`config.mk`:
```
export PLATFORM = sky130hd
export DESIGN_NAME = conv_relu_pool_flat
export DESIGN_NICKNAME = d
export VERILOG_FILES = /design/src/rtl/conv_pkg.sv /design/src/rtl/conv_relu_pool_if.sv /design/src/rtl/pool_addr_gen.sv /design/src/rtl/conv_relu_pool.sv /design/src/flat_wrapper.sv
export SDC_FILE = /design/constraint.sdc
export NUM_CORES = 1
export LEC_CHECK = 0
export ABC_AREA = 1
export CAP_MARGIN = 0
export CORE_UTILIZATION = 55
export CTS_BUF_LIST = sky130_fd_sc_hd__clkbuf_8
export DETAILED_ROUTE_END_ITERATION = 8
export PLACE_DENSITY_LB_ADDON = 0.08
export SETUP_SLACK_MARGIN = 0.15
export SLEW_MARGIN = 20
export SYNTH_ARGS = -nofsm -noshare
export SYNTH_HDL_FRONTEND = slang
export SYNTH_SLANG_ARGS = --single-unit
export TNS_END_PERCENT = 10
```
`constraint.sdc`:
```
create_clock -name Clk -period 8.9 [get_ports Clk]
set_input_delay 0.89 -clock Clk [delete_from_list [all_inputs] [get_ports Clk]]
set_output_delay 0.89 -clock Clk [all_outputs]
set_load 0.02 [all_outputs]
```
`src/rtl/conv_pkg.sv`:
```
// Shared widths and FSM encoding for the conv/ReLU/pool post-processor.
package conv_pkg;
    localparam int DefaultDataWidth = 32;
    localparam int DefaultAddrWidth = 16;
    localparam int DimWidth = 9;

    typedef enum logic [1:0] {
        IDLE  = 2'd0,
        RUN   = 2'd1,
        FLUSH = 2'd2
    } state_e;
endpackage

```
`src/rtl/conv_relu_pool_if.sv`:
```
// Control handshake plus accumulation-buffer read port and pool-buffer write port.
interface conv_relu_pool_if
    import conv_pkg::*;
#(
    parameter int DataWidth = DefaultDataWidth,
    parameter int AddrWidth = DefaultAddrWidth
);
    logic                 start;
    logic [DimWidth-1:0]  row_in;
    logic [DimWidth-1:0]  col_in;
    logic [DataWidth-1:0] bias_in;
    logic                 rd_en_acc;
    logic [AddrWidth-1:0] rd_addr_acc;
    logic [DataWidth-1:0] rd_data_acc;
    logic                 wr_en_pool;
    logic [AddrWidth-1:0] wr_addr_pool;
    logic [DataWidth-1:0] wr_data_pool;
    logic                 busy;
    logic                 done;

    modport master (
        output start, row_in, col_in, bias_in, rd_data_acc,
        input  rd_en_acc, rd_addr_acc, wr_en_pool, wr_addr_pool, wr_data_pool, busy, done
    );

    modport slave (
        input  start, row_in, col_in, bias_in, rd_data_acc,
        output rd_en_acc, rd_addr_acc, wr_en_pool, wr_addr_pool, wr_data_pool, busy, done
    );
endinterface

```
`src/rtl/pool_addr_gen.sv`:
```
// Walks the 2x2 pooling windows row-major, emitting 1-based accumulation-buffer
// read addresses in quad order (top-left, top-right, bottom-left, bottom-right).
module pool_addr_gen
    import conv_pkg::*;
#(
    parameter int AddrWidth = DefaultAddrWidth
) (
    input  logic                 clk,
    input  logic                 rst_n,
    input  logic                 load,
    input  logic                 advance,
    input  logic [DimWidth-1:0]  col,
    input  logic [DimWidth-1:0]  pool_rows,
    input  logic [DimWidth-1:0]  pool_cols,
    output logic [AddrWidth-1:0] addr,
    output logic [1:0]           quad,
    output logic                 last
);
    localparam int SelW  = DimWidth + 1;
    localparam int ProdW = 2 * SelW;

    logic [DimWidth-1:0] pi, pj, ni, nj;
    logic [1:0]          nq;
    logic [SelW-1:0]     row_sel, col_sel;
    logic [ProdW-1:0]    lin;
    logic [AddrWidth-1:0] next_addr;

    assign last = (pi == pool_rows - DimWidth'(1)) && (pj == pool_cols - DimWidth'(1))
                  && (quad == 2'd3);

    // Address of the following read; the +1 makes the buffer 1-based.
    always_comb begin
        nq = quad + 2'd1;
        ni = pi;
        nj = pj;
        if (quad == 2'd3) begin
            if (pj == pool_cols - DimWidth'(1)) begin
                nj = '0;
                ni = pi + DimWidth'(1);
            end else begin
                nj = pj + DimWidth'(1);
            end
        end
        row_sel   = {ni, nq[1]};
        col_sel   = {nj, nq[0]};
        lin       = ({{SelW{1'b0}}, row_sel} * {{(SelW + 1){1'b0}}, col})
                    + {{SelW{1'b0}}, col_sel} + ProdW'(1);
        next_addr = AddrWidth'(lin);
    end

    always_ff @(posedge clk or negedge rst_n) begin
        if (!rst_n) begin
            pi   <= '0;
            pj   <= '0;
            quad <= '0;
            addr <= '0;
        end else if (load) begin
            pi   <= '0;
            pj   <= '0;
            quad <= '0;
            addr <= AddrWidth'(1);
        end else if (advance) begin
            pi   <= ni;
            pj   <= nj;
            quad <= nq;
            addr <= next_addr;
        end
    end
endmodule

```
`src/rtl/conv_relu_pool.sv`:
```
// 2x2 max-pool of a finished accumulation map, then saturating bias add and ReLU;
// one pooled sample is written every four read cycles.
module conv_relu_pool
    import conv_pkg::*;
#(
    parameter int DataWidth = DefaultDataWidth,
    parameter int AddrWidth = DefaultAddrWidth
) (
    input logic             Clk,
    input logic             Rst_n,
    conv_relu_pool_if.slave bus
);
    state_e state, next_state;

    logic [DimWidth-1:0]  pr_in, pc_in, pr_q, pc_q, col_q;
    logic [DataWidth-1:0] bias_q, max_q, cand, result, wr_data_q;
    logic [DataWidth:0]   sum;
    logic [AddrWidth-1:0] pool_total, wr_cnt, wr_addr_q, rd_addr;
    logic [1:0]           quad, quad_d;
    logic                 has_work, accept, last_read, last_write;
    logic                 rd_vld_d, wr_en_q, done_q;

    assign pr_in      = bus.row_in >> 1;
    assign pc_in      = bus.col_in >> 1;
    assign has_work   = (pr_in != '0) && (pc_in != '0);
    assign accept     = (state == IDLE) && bus.start;
    assign last_write = wr_en_q && (wr_addr_q == pool_total);

    pool_addr_gen #(.AddrWidth(AddrWidth)) u_addr_gen (
        .clk      (Clk),
        .rst_n    (Rst_n),
        .load     (accept && has_work),
        .advance  ((state == RUN) && !last_read),
        .col      (col_q),
        .pool_rows(pr_q),
        .pool_cols(pc_q),
        .addr     (rd_addr),
        .quad     (quad),
        .last     (last_read)
    );

    always_ff @(posedge Clk or negedge Rst_n) begin
        if (!Rst_n) state <= IDLE;
        else        state <= next_state;
    end

    always_comb begin
        next_state = state;
        case (state)
            IDLE:    if (bus.start && has_work) next_state = RUN;
            RUN:     if (last_read) next_state = FLUSH;
            FLUSH:   if (last_write) next_state = IDLE;
            default: next_state = IDLE;
        endcase
    end

    // Max of the window so far, then the 33-bit biased sum clamped and rectified.
    always_comb begin
        cand = max_q;
        if ((quad_d == 2'd0) || ($signed(bus.rd_data_acc) > $signed(max_q)))
            cand = bus.rd_data_acc;
        sum    = {cand[DataWidth-1], cand} + {bias_q[DataWidth-1], bias_q};
        result = sum[DataWidth-1:0];
        if (sum[DataWidth])
            result = '0;
        else if (sum[DataWidth-1])
            result = {1'b0, {(DataWidth - 1){1'b1}}};
    end

    always_ff @(posedge Clk or negedge Rst_n) begin
        if (!Rst_n) begin
            pr_q       <= '0;
            pc_q       <= '0;
            col_q      <= '0;
            bias_q     <= '0;
            pool_total <= '0;
            rd_vld_d   <= 1'b0;
            quad_d     <= '0;
            max_q      <= '0;
            wr_cnt     <= '0;
            wr_en_q    <= 1'b0;
            wr_addr_q  <= '0;
            wr_data_q  <= '0;
            done_q     <= 1'b0;
        end else begin
            rd_vld_d <= (state == RUN);
            quad_d   <= quad;
            wr_en_q  <= 1'b0;
            done_q   <= 1'b0;
            if (accept) begin
                pr_q       <= pr_in;
                pc_q       <= pc_in;
                col_q      <= bus.col_in;
                bias_q     <= bus.bias_in;
                pool_total <= AddrWidth'({{DimWidth{1'b0}}, pr_in} * {{DimWidth{1'b0}}, pc_in});
                wr_cnt     <= '0;
                if (!has_work) done_q <= 1'b1;
            end
            if (rd_vld_d) begin
                max_q <= cand;
                if (quad_d == 2'd3) begin
                    wr_en_q   <= 1'b1;
                    wr_cnt    <= wr_cnt + AddrWidth'(1);
                    wr_addr_q <= wr_cnt + AddrWidth'(1);
                    wr_data_q <= result;
                end
            end
            if ((state == FLUSH) && last_write) done_q <= 1'b1;
        end
    end

    assign bus.rd_en_acc    = (state == RUN);
    assign bus.rd_addr_acc  = rd_addr;
    assign bus.wr_en_pool   = wr_en_q;
    assign bus.wr_addr_pool = wr_addr_q;
    assign bus.wr_data_pool = wr_data_q;
    assign bus.busy         = (state != IDLE);
    assign bus.done         = done_q;
endmodule

```
`src/flat_wrapper.sv`:
```
// flat-port wrapper written by rule: the top's interface ports become plain ports
module conv_relu_pool_flat import conv_pkg::*;
#(
    parameter int DataWidth = DefaultDataWidth,
    parameter int AddrWidth = DefaultAddrWidth
)
  (Clk, Rst_n, bus_start, bus_row_in, bus_col_in, bus_bias_in, bus_rd_data_acc, bus_rd_en_acc, bus_rd_addr_acc, bus_wr_en_pool, bus_wr_addr_pool, bus_wr_data_pool, bus_busy, bus_done);
  conv_relu_pool_if #(.DataWidth(DataWidth), .AddrWidth(AddrWidth)) bus_i ();
  input logic Clk;
  input logic Rst_n;
  input wire logic [$bits(bus_i.start)-1:0] bus_start;
  input wire logic [$bits(bus_i.row_in)-1:0] bus_row_in;
  input wire logic [$bits(bus_i.col_in)-1:0] bus_col_in;
  input wire logic [$bits(bus_i.bias_in)-1:0] bus_bias_in;
  input wire logic [$bits(bus_i.rd_data_acc)-1:0] bus_rd_data_acc;
  output wire logic [$bits(bus_i.rd_en_acc)-1:0] bus_rd_en_acc;
  output wire logic [$bits(bus_i.rd_addr_acc)-1:0] bus_rd_addr_acc;
  output wire logic [$bits(bus_i.wr_en_pool)-1:0] bus_wr_en_pool;
  output wire logic [$bits(bus_i.wr_addr_pool)-1:0] bus_wr_addr_pool;
  output wire logic [$bits(bus_i.wr_data_pool)-1:0] bus_wr_data_pool;
  output wire logic [$bits(bus_i.busy)-1:0] bus_busy;
  output wire logic [$bits(bus_i.done)-1:0] bus_done;
  assign bus_i.start = bus_start;
  assign bus_i.row_in = bus_row_in;
  assign bus_i.col_in = bus_col_in;
  assign bus_i.bias_in = bus_bias_in;
  assign bus_i.rd_data_acc = bus_rd_data_acc;
  assign bus_rd_en_acc = bus_i.rd_en_acc;
  assign bus_rd_addr_acc = bus_i.rd_addr_acc;
  assign bus_wr_en_pool = bus_i.wr_en_pool;
  assign bus_wr_addr_pool = bus_i.wr_addr_pool;
  assign bus_wr_data_pool = bus_i.wr_data_pool;
  assign bus_busy = bus_i.busy;
  assign bus_done = bus_i.done;
  conv_relu_pool #(.DataWidth(DataWidth), .AddrWidth(AddrWidth)) u_core (.Clk(Clk), .Rst_n(Rst_n), .bus(bus_i));
endmodule
```
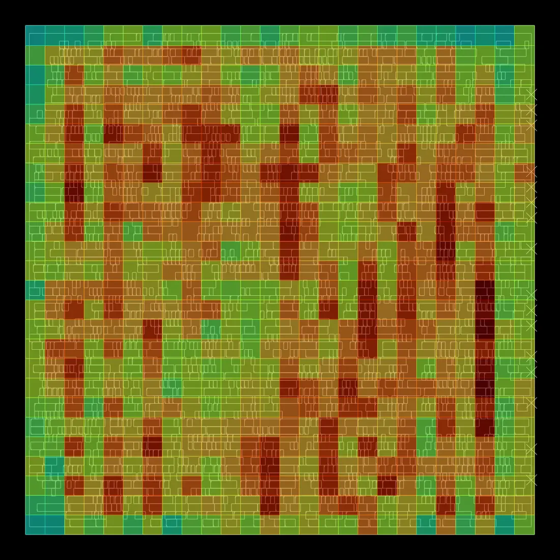
Fig. 1. Routing congestion (run 1).
fraction of the core area covered by cells at the end of the flow: 64.69%
global-route usage over all layers: 30.32%

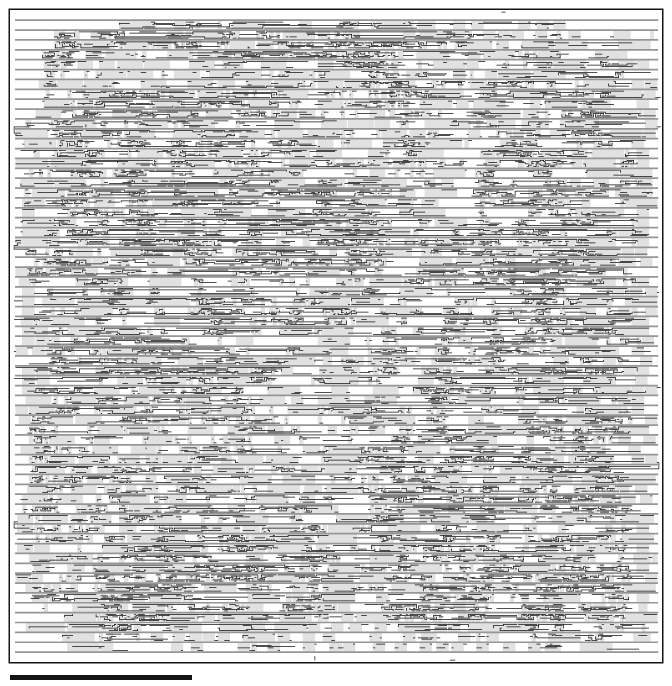
Fig. 2. Signal wires on met1 (run 1).
Bar = 50 um. Supply wires on this layer in grey.
The layer holds 43% of the routed length. The layer carries 20.1 mm of wire. The longest straight run is 51.1 um. The wires run mostly horizontal. 2536 nets have wire on it.
global routing usage on met1: 38.39%
vias: 15.37k
Total Wirelength: 47150 um

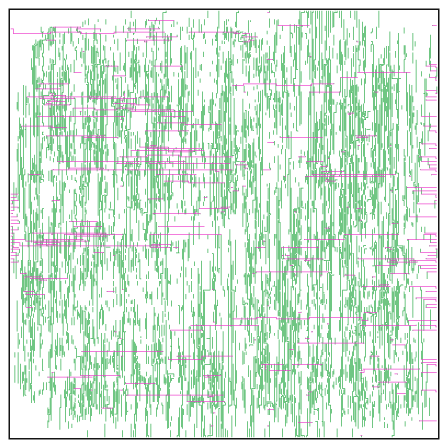
Fig. 3. Signal wires by layer (run 1).
Two of the layers only.
Magenta is M3, wire length 2600 um. Green is M2, wire length 22.6 mm.
wire length per cell: 16.59 um

==> Slide: Implementation Results, run 1 <==
Run Summary

Status
  • Status: finished, violations left
  • Failing checks: DRC

Routing
  • DRC violations left: 16

Floorplanning
  • Floorplan core area: 0.03083 mm^2
  • Die Y: 179.6 um
  • Die extent in x: 179.6 um
  • Floorplan core density: 56.27%
  • Die footprint: 0.03226 mm^2

STA
  • Hold violation total from the final report: 0
  • Setup skew after layout: 0.02398 ns
  • Max Transition Viols Final: 0
  • RSZ-0062 raised after global routing: no
  • Final worst slack: 1.584 ns

Power
  • Switching power of the nets: 2.913 mW
  • Power density relative to cell area: 310.3 mW/mm^2
  • Share of total power in combinational logic: 62.6%

Synthesis
  • Cell count after synthesis: 2296
  • Share of the yosys chip area belonging to registers: 29.28%
  • XOR/XNOR Area Share: 3.880%
  • Top cells by count, synth: nand2_1, inv_1, dfrtp_1
  • Area fraction in full adders, half adders and majority gates: 21.88%
  • Yosys Instances: 2296

Global route
  • Wire length of the first global-routing pass: 78120 um
  • Largest net degree at the start of global routing: 88

Critical path
  • Cell repeated most along the worst path: nand2_1
  • Sort of element at the end of the critical path: flip-flop

CTS
  • Number of clock buffers inserted by TritonCTS: 40
  • Clock net sink count: 203
  • Clock tree from TritonCTS: yes

Cells and area
  • Share of final-layout standard cells stronger than drive strength 1: 5.192%
[run 1: worst max-delay path: cells and delay by family (launching register included)]
family / cells / cell delay, ns
fa+ha+maj: 7 / 3.26
compound gates: 3 / 0.67
simple gates: 18 / 2.08
buf+inv: 6 / 0.64
flops: 1 / 0.51
[run 1: kinds of logic (layout without fill, tap and decap cells)]
| group | count (synthesis) | in the layout |
|---|---|---|
| AND-OR/OR-AND | 282 | 282 |
| buffers and inverters | 462 | 612 |
| other | 1 | 1 |
| AND/OR/NAND/NOR | 1028 | 1028 |
| flip-flops | 203 | 203 |
| XOR/XNOR | 76 | 76 |
| adder cells (fa/ha/maj) | 244 | 244 |
[run 1: power groups by stage]
stage / Sequential (mW) / Combinational (mW) / Clock [mW]
finish: 1.29 / 3.88 / 1.02
floorplan: 1.39 / 2.70 / 0
CTS: 1.29 / 3.87 / 1.04
global placement: 1.30 / 3.77 / 0
detailed placement: 1.30 / 3.84 / 0
global route: 1.32 / 4.39 / 1.07
[run 1: area by class of cell]
| class | instances | area (um^2) |
|---|---|---|
| Clock buffer | 48 | 660.6 |
| Clock inverter | 20 | 178.9 |
| Fill cell | 2737 | 10890 |
| Inverter | 385 | 1448 |
| Multi-Input combinational cell | 1631 | 10510 |
| Sequential cell | 203 | 5080 |
| Tap cell | 396 | 495.5 |
| Timing Repair Buffer | 159 | 1573 |
[run 1: per-layer routing]
| metal | track usage [%] | part of all wire, % |
|---|---|---|
| met4 | 12.55 | 3.9 |
| met2 | 51.92 | 48 |
| met1 | 38.39 | 43 |
| met3 | 4.599 | 5.5 |
| met5 | 0 | 0 |
[run 1: metrics by stage]
| step | total power, mW | cells | hold slack, ns | area, um^2 | utilization, % |
|---|---|---|---|---|---|
| finish | 6.188 | 2842 | 0.3584 | 19940 | 64.69 |
| global route | 6.786 | 2842 | 0.3990 | 19940 | 64.69 |
| CTS | 6.196 | 2842 | 0.3647 | 19940 | 64.68 |
| detailed placement | 5.141 | 2774 | 0.4447 | 19100 | 61.95 |
| global placement | 5.066 | 2774 | 0.4422 | 19100 | 61.95 |
| floorplan | 4.087 | 2296 | 0.3775 | 17350 | - |
[run 1: flip-flops by register name (all words and copies together) (netlist names)]
| name | flops |
|---|---|
| u_core.pr_q | 8 |
| u_core.bus.done | 1 |
| u_core.rd_vld_d | 1 |
| u_core.bus.wr_en_pool | 1 |
| u_core.max_q | 32 |
| u_core.wr_cnt | 16 |
| u_core.col_q | 9 |
| u_core.pool_total | 16 |
| u_core.state | 2 |
| u_core.bus.wr_data_pool | 31 |
| u_core.bias_q | 32 |
| u_core.u_addr_gen.pj | 9 |
| u_core.u_addr_gen.quad | 2 |
| u_core.u_addr_gen.pi | 9 |
| u_core.u_addr_gen.addr | 16 |
| u_core.bus.wr_addr_pool | 16 |
| u_core.quad_d | 2 |
[run 1: cells in the final DEF, fill, tap and decap left out, drive strengths merged, types with 49 or more instances in the layout]
cell type,count
nand2,645
inv,395
dfrtp,203
clkdlybuf4s50,149
ha,145
nand3,142
nor2,127
o21ai,121
fa,99
a21oi,88
xor2,53
clkbuf,49
Fig. 4: run 1, wires at chosen ports, followed through buffers
Bar = 50 um.
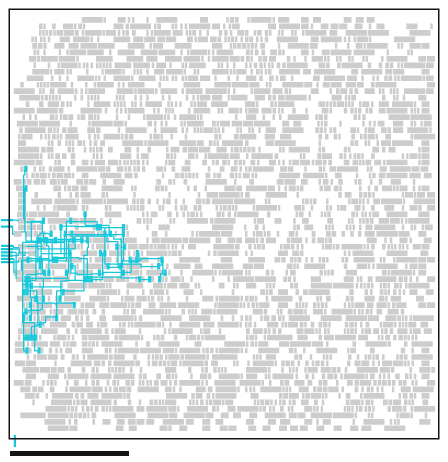

==> run 2: changes to the inputs <==
Clock period 8.9 ns to 6.3 ns, I/O delays scaled along.
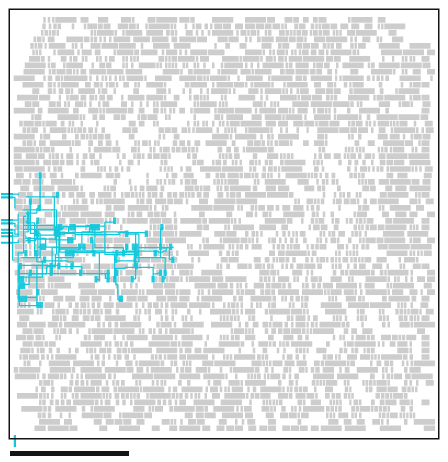
Fig. 5. Wires at chosen ports, followed through buffers (run 2).
Bar = 50 um.
Cyan is `bus_row_in`, bits 9, direction input, end cells 74, buffers 8, wire 1070 um.
number of primary I/O pins: 153
tally of buffers added on design ports: 150

==> Slide: Implementation Results, run 2 <==
Run Summary

Status
  • Failing checks: DRC, setup timing (was DRC)
  • Status: finished, violations left (unchanged)

Critical path
  • Cell repeated most along the worst path: fa_1 (was nand2_1)
  • Sort of element at the end of the critical path: flip-flop (unchanged)

Cells and area
  • Filler instances: 2638 (was 2737)
  • Most frequent logic cell in the layout: nand2_1 (unchanged)
  • Final std cells w/o fill: 2937 (was 2842)

STA
  • Hold violation total from the final report: 0 (unchanged)
  • Setup violations, final: 5 (was 0)
  • Max Transition Viols Final: 0 (unchanged)
  • Final worst slack: -0.2264 ns (was 1.584 ns)

Floorplanning
  • Die Y: 179.6 um (unchanged)
  • Floorplan core area: 0.03083 mm^2 (unchanged)

Routing
  • Vias: 15.78k (was 15.37k)
  • DRC violations left: 24 (was 16)
  • Total Wirelength: 48140 um (was 47150 um)

Global route
  • Largest net degree at the start of global routing: 109 (was 88)
  • Wire length of the first global-routing pass: 79610 um (was 78120 um)
  • Global-route usage over all layers: 30.60% (was 30.32%)

Synthesis
  • Share of the yosys chip area belonging to registers: 29.28% (unchanged)
run 2: power breakdown:
part           total, mW  switching [mW]  internal, mW
registers           1.81           0.177          1.63
logic               6.68            3.83          2.85
clock network       1.34           0.610         0.728
total               9.83            4.61          5.21
run 2: worst max path at each step:
stage	to	slack, ns	cells past startpoint
floorplan	u_core.u_addr_gen.addr[11]$_DFFE_PN0P_	0.13	33
global placement	u_core.u_addr_gen.addr[15]$_DFFE_PN0P_	-0.23	33
finish	u_core.u_addr_gen.addr[11]$_DFFE_PN0P_	-0.23	35
detailed placement	u_core.u_addr_gen.addr[15]$_DFFE_PN0P_	-0.37	33
global route	u_core.u_addr_gen.addr[15]$_DFFE_PN0P_	-0.55	37
CTS	u_core.u_addr_gen.addr[14]$_DFFE_PN0P_	-0.15	35
run 2: logic make-up after synthesis:
kind of cell / share of synthesized area (%)
adders and majority gates: 21.88
other: 0.02162
DFF: 29.28
xor gates and xnor gates: 3.880
and+or+nand+nor: 25.43
buffers and inverters: 10.24
AOI/OAI and AO/OA: 9.261
run 2: metal layers:
| metal | wire, um | up-vias |
|---|---|---|
| met5 | 0 | - |
| met4 | 1463 | 0 |
| met3 | 2994 | 88 |
| met2 | 22350 | 513 |
| met1 | 21330 | 7483 |
| li1 | - | 7693 |
run 2: repair_timing:
action	4_1_cts	5_1_grt
resized	19	35
setup buffers	3	4
endpoints found under the setup margin	9	10
pin swaps	14	19
hold endpoints to repair	0	0
run 2: cell type report:
class	count	area, um^2	area share (%)
Antenna cell	1	2.502	0.01194
Clock buffer	51	701.9	3.348
Sequential cell	203	5081	24.23
Timing Repair Buffer	252	2287	10.91
Tap cell	396	495.5	2.363
Clock inverter	18	91.34	0.4356
Multi-Input combinational cell	1631	10850	51.75
Inverter	385	1458	6.952
run 2: stage by stage:
stage                     power [mW]  hold WS (ns)  setup slack, ns  utilization [%]  cell area (um^2)
after global placement         7.787        0.4259          -0.2276            64.36             19840
final                          9.828        0.1512          -0.2264            68.01             20970
after global routing           10.75        0.2399          -0.5513            68.00             20960
after floorplan                5.941        0.3344           0.1326                -             17440
after CTS                      9.523        0.2224          -0.1466            67.36             20770
after detailed placement       7.924        0.4345          -0.3746            64.36             19840
run 2: critical path: cells and delay by family, from the launching register on:
kind,cells,cell delay [ns]
AND-OR/OR-AND,2,0.14
AND/OR/NAND/NOR,16,2.11
flip-flops,1,0.42
XOR/XNOR,2,0.25
buffers and inverters,8,0.53
adder cells (fa/ha/maj),7,2.97
Power and IR drop assume default switching activity.
